**src/rtl/alu_pkg.sv**
```systemverilog
// rtl/alu_pkg.sv - shared widths, opcodes and FSM encoding for the ALU sequencer
package alu_pkg;

  localparam int DATA_W  = 8;
  localparam int ADDR_W  = 6;
  localparam int INSTR_W = 16;

  localparam logic [2:0] OP_LDI = 3'd0;
  localparam logic [2:0] OP_ADD = 3'd1;
  localparam logic [2:0] OP_SUB = 3'd2;
  localparam logic [2:0] OP_AND = 3'd3;
  localparam logic [2:0] OP_NOT = 3'd4;
  localparam logic [2:0] OP_OR  = 3'd5;
  localparam logic [2:0] OP_EQ  = 3'd6;
  localparam logic [2:0] OP_BR  = 3'd7;

  typedef enum logic [2:0] {
    ST_IDLE,
    ST_FETCH,
    ST_DECODE,
    ST_EXEC,
    ST_WAIT,
    ST_WB
  } state_t;

  // Only the arithmetic ops own the carry flag.
  function automatic logic op_sets_carry(input logic [2:0] op);
    return (op == OP_ADD) || (op == OP_SUB);
  endfunction

  function automatic logic op_writes_reg(input logic [2:0] op);
    return op != OP_BR;
  endfunction

endpackage

```
**src/rtl/regfile4x8.sv**
```systemverilog
// rtl/regfile4x8.sv - 4x8 register file, two async read ports, debug port, one sync write
module regfile4x8
  import alu_pkg::*;
(
  input  logic              i_clk,
  input  logic              i_rst,
  input  logic              i_we,
  input  logic [1:0]        i_waddr,
  input  logic [DATA_W-1:0] i_wdata,
  input  logic [1:0]        i_raddr_a,
  input  logic [1:0]        i_raddr_b,
  input  logic [1:0]        i_dbg_sel,
  output logic [DATA_W-1:0] o_rdata_a,
  output logic [DATA_W-1:0] o_rdata_b,
  output logic [DATA_W-1:0] o_dbg_data
);

  logic [DATA_W-1:0] r_regs [4];

  always_ff @(posedge i_clk) begin
    if (i_rst) begin
      for (int i = 0; i < 4; i++) r_regs[i] <= '0;
    end else if (i_we) begin
      r_regs[i_waddr] <= i_wdata;
    end
  end

  assign o_rdata_a  = r_regs[i_raddr_a];
  assign o_rdata_b  = r_regs[i_raddr_b];
  assign o_dbg_data = r_regs[i_dbg_sel];

endmodule

```
**src/rtl/alu_sequencer.sv**
```systemverilog
// rtl/alu_sequencer.sv - fetch/decode/execute/writeback controller driving a clocked 8-bit ALU
module alu_sequencer
  import alu_pkg::*;
#(
  parameter int ALU_LAT = 1
) (
  input  logic        CLK,
  input  logic        RST,
  input  logic        run,
  output logic        imem_req,
  output logic [5:0]  imem_addr,
  input  logic        imem_ack,
  input  logic [15:0] imem_data,
  output logic [7:0]  alu_a,
  output logic [7:0]  alu_b,
  output logic [5:0]  alu_addr,
  output logic [2:0]  alu_op,
  input  logic [7:0]  alu_result,
  input  logic        alu_co,
  input  logic        alu_eq,
  input  logic        alu_branch,
  output logic        carry,
  output logic        retired,
  input  logic [1:0]  dbg_sel,
  output logic [7:0]  dbg_data
);

  localparam logic [7:0] LP_WAIT_INIT = 8'(ALU_LAT - 1);

  state_t              r_state;
  logic [INSTR_W-1:0]  r_ir;
  logic [ADDR_W-1:0]   r_pc;
  logic                r_imem_req;
  logic [DATA_W-1:0]   r_alu_a;
  logic [DATA_W-1:0]   r_alu_b;
  logic [ADDR_W-1:0]   r_alu_addr;
  logic [2:0]          r_alu_op;
  logic                r_carry;
  logic                r_retired;
  logic [7:0]          r_wait_cnt;

  logic [2:0]          w_op;
  logic [1:0]          w_rd;
  logic [1:0]          w_rs;
  logic [1:0]          w_rt;
  logic [ADDR_W-1:0]   w_addr;
  logic [DATA_W-1:0]   w_imm;
  logic [DATA_W-1:0]   w_rs_data;
  logic [DATA_W-1:0]   w_rt_data;
  logic                w_we;
  logic [DATA_W-1:0]   w_wdata;
  logic                w_unused_eq;

  assign w_op   = r_ir[15:13];
  assign w_rd   = r_ir[12:11];
  assign w_rs   = r_ir[10:9];
  assign w_rt   = r_ir[8:7];
  assign w_addr = r_ir[5:0];
  assign w_imm  = r_ir[7:0];

  // The equal flag is already folded into alu_result for EQ.
  assign w_unused_eq = alu_eq;

  assign w_we    = (r_state == ST_WB) && op_writes_reg(w_op);
  assign w_wdata = (w_op == OP_LDI) ? w_imm : alu_result;

  regfile4x8 u_regfile (
    .i_clk      (CLK),
    .i_rst      (RST),
    .i_we       (w_we),
    .i_waddr    (w_rd),
    .i_wdata    (w_wdata),
    .i_raddr_a  (w_rs),
    .i_raddr_b  (w_rt),
    .i_dbg_sel  (dbg_sel),
    .o_rdata_a  (w_rs_data),
    .o_rdata_b  (w_rt_data),
    .o_dbg_data (dbg_data)
  );

  always_ff @(posedge CLK) begin
    if (RST) begin
      r_state    <= ST_IDLE;
      r_ir       <= '0;
      r_pc       <= '0;
      r_imem_req <= 1'b0;
      r_alu_a    <= '0;
      r_alu_b    <= '0;
      r_alu_addr <= '0;
      r_alu_op   <= OP_LDI;
      r_carry    <= 1'b0;
      r_retired  <= 1'b0;
      r_wait_cnt <= '0;
    end else begin
      r_retired <= 1'b0;
      case (r_state)
        ST_IDLE: begin
          if (run) begin
            r_imem_req <= 1'b1;
            r_state    <= ST_FETCH;
          end
        end
        ST_FETCH: begin
          if (imem_ack) begin
            r_ir       <= imem_data;
            r_imem_req <= 1'b0;
            r_state    <= ST_DECODE;
          end
        end
        ST_DECODE: begin
          // Operands are sampled here, so rd == rs sees the pre-writeback value.
          if (w_op == OP_LDI) begin
            r_state <= ST_WB;
          end else begin
            r_alu_a    <= w_rs_data;
            r_alu_b    <= w_rt_data;
            r_alu_op   <= w_op;
            r_alu_addr <= w_addr;
            r_state    <= ST_EXEC;
          end
        end
        ST_EXEC: begin
          r_wait_cnt <= LP_WAIT_INIT;
          r_state    <= ST_WAIT;
        end
        ST_WAIT: begin
          if (r_wait_cnt == '0) begin
            r_alu_op <= OP_LDI;
            r_state  <= ST_WB;
          end else begin
            r_wait_cnt <= r_wait_cnt - 8'd1;
          end
        end
        ST_WB: begin
          if (op_sets_carry(w_op)) r_carry <= alu_co;
          if ((w_op == OP_BR) && alu_branch) r_pc <= w_addr;
          else                               r_pc <= r_pc + 6'd1;
          r_retired <= 1'b1;
          if (run) begin
            r_imem_req <= 1'b1;
            r_state    <= ST_FETCH;
          end else begin
            r_state <= ST_IDLE;
          end
        end
        default: begin
          r_imem_req <= 1'b0;
          r_state    <= ST_IDLE;
        end
      endcase
    end
  end

  assign imem_req  = r_imem_req;
  assign imem_addr = r_pc;
  assign alu_a     = r_alu_a;
  assign alu_b     = r_alu_b;
  assign alu_addr  = r_alu_addr;
  assign alu_op    = r_alu_op;
  assign carry     = r_carry;
  assign retired   = r_retired;

endmodule

```
**config.mk**
```make
export PLATFORM = sky130hd
export DESIGN_NAME = alu_sequencer
export DESIGN_NICKNAME = d
export VERILOG_FILES = /design/src/rtl/alu_pkg.sv /design/src/rtl/regfile4x8.sv /design/src/rtl/alu_sequencer.sv
export SDC_FILE = /design/constraint.sdc
export NUM_CORES = 1
export LEC_CHECK = 0
export CAP_MARGIN = 20
export CELL_PAD_IN_SITES_DETAIL_PLACEMENT = 0
export CELL_PAD_IN_SITES_GLOBAL_PLACEMENT = 1
export CORE_MARGIN = 8
export CORE_UTILIZATION = 37
export DETAILED_ROUTE_END_ITERATION = 16
export PLACE_DENSITY_LB_ADDON = 0.1
export REMOVE_ABC_BUFFERS = 1
export SLEW_MARGIN = 20
export SYNTH_ARGS = -nofsm -noshare
export SYNTH_HDL_FRONTEND = slang
export SYNTH_HIERARCHICAL = 1
export SYNTH_SLANG_ARGS = --single-unit
export TNS_END_PERCENT = 20
```
**constraint.sdc**
```tcl
create_clock -name CLK -period 2.4 [get_ports CLK]
set_input_delay 0.72 -clock CLK [delete_from_list [all_inputs] [get_ports CLK]]
set_output_delay 0.72 -clock CLK [all_outputs]
set_load 0.02 [all_outputs]
```
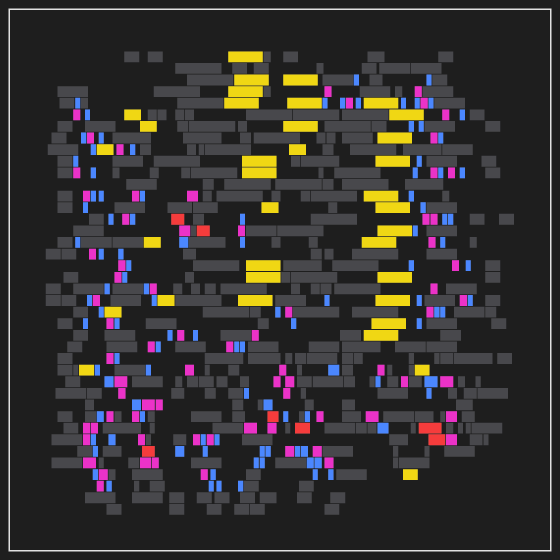
Fig. 1. Gate families picked out.
legend:
  magenta:
    family: aoi and oai cells
    cells: 72
    most_used: a21oi_1
  blue:
    family: nand cells
    cells: 105
    most_used: nand2_1
    where: spread over the die
  red:
    family: non-inverting ao/oa cells
    cells: 7
    most_used: a31o_2
  yellow:
    family: mux cells
    cells: 35
    most_used: mux4_2

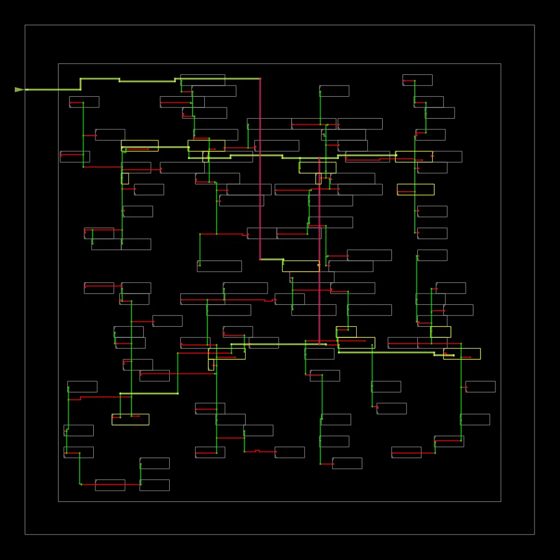
Fig. 2. The clock network.
Clock Skew: 0.0112 ns
CTS buffer count: 9
Power Clock: 0.00139 W
number of clock buffers in the layout: 15

==> metrics.cfg <==
[logic_synthesis]
async_reset_ff_share_pct = 0
synthAoiAreaFrac_pct = 10.5
ys_cells = 437
ys_sh_simple_pct = 21.4
top_area_cell = dfxtp_1
area_leaders = dfxtp_1, edfxtp_1, mux4_2
ys_top_cells_by_count = nand2_1, dfxtp_1, a21oi_1
avgSynthCellArea_um2 = 10.4
yosys-stat-area_um2 = 4520
synth-xor-area-share_pct = 0.968

[worst_hold_path]
hold_depth = 2
holdCritStartpoint = alu_a[4]$_SDFFE_PP0P_
holdPathEnd = alu_a[4]$_SDFFE_PP0P_

[layout]
seq_share_pct = 38.0
reg_top3 = u_regfile/r_regs: 32 flops, r_ir: 16 flops
comb_area_share_pct = 38.4
comb_cells = 310
n_fill_cell = 1148
utilization_pct = 47.9
num-nets-final = 544
inverters = 4
lay_top_cells = nand2_1, clkdlybuf4s50_1, dfxtp_1, a21oi_1, edfxtp_1
top_register = u_regfile/r_regs
drive_gt1_share_pct = 19.1

[routing]
top_layer_used = met4
wl_met3_um = 630
wl_per_cell_um = 17.3
drc_errors = 0

[clocking]
holdBufCountCts = 0
cts_buffer_depth = 2
clock-sinks = 93
post_cts_buffers = 0
clkLatencyLatePin_ns = 0.34

[worst_setup_path]
worstSetupPathType = in -> out
startpoint = dbg_sel[0]
cp_max_fo = 8
reg2reg_slack_ns = 0.39
r2r_cells = 4
rr_endpoint = u_regfile/r_regs[0][7]$_SDFFCE_PN0P_
cpMostUsedCell = buf_6

[final_timing]
holdWs_ns = 0.451
final-hold-violation-count = 0
max_slew_margin_pct = 40.4
finalClockPeriodUsage_pct = 97.6
tightest_slew_ns = 0.893

[floorplan]
die_width_um = 127
die_y_um = 127
taps = 147
rows = 40

[placement]
dp_hpwl_mm = 8.28
numPortBuffers = 73
place_ws_ns = -0.810

[status]
status = finished, final reports clean

[pwr]
clkPwrFrac_pct = 40.3
powerDensity_nw_per_um2 = 600
p_total_w = 0.00344
pg_seq_w = 0.00171
power_frac_seq_pct = 49.8
ir_drop_v = 0.000415

[global_routing]
use_met2_pct = 24.8
antenna_found_initial = 0
grt_pass1_wl_mm = 18.7
grt_use_total_pct = 14.9

[run]
log.warning_count = 27

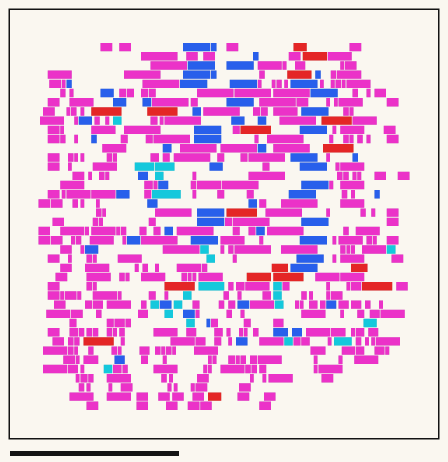
Fig. 3. Sizing map.
The bar under the picture is 50 um long.
legend:
  cyan:
    size: x3 and x4
    cells: 21
    most_used: buf_4
  blue:
    size: x2
    cells: 60
    most_used: mux4_2
  magenta:
    size: x1 and smaller
    cells: 415
    most_used: nand2_1
  red:
    size: x6 and larger
    cells: 17
    most_used: clkbuf_16
Non-clk bufs: 90
P&R area growth vs syn: 26.8%
post-route cell area: 5740 um2
setup ws final: 0.0578 ns

No activity file was given, so power comes from the tool's default toggle rates.
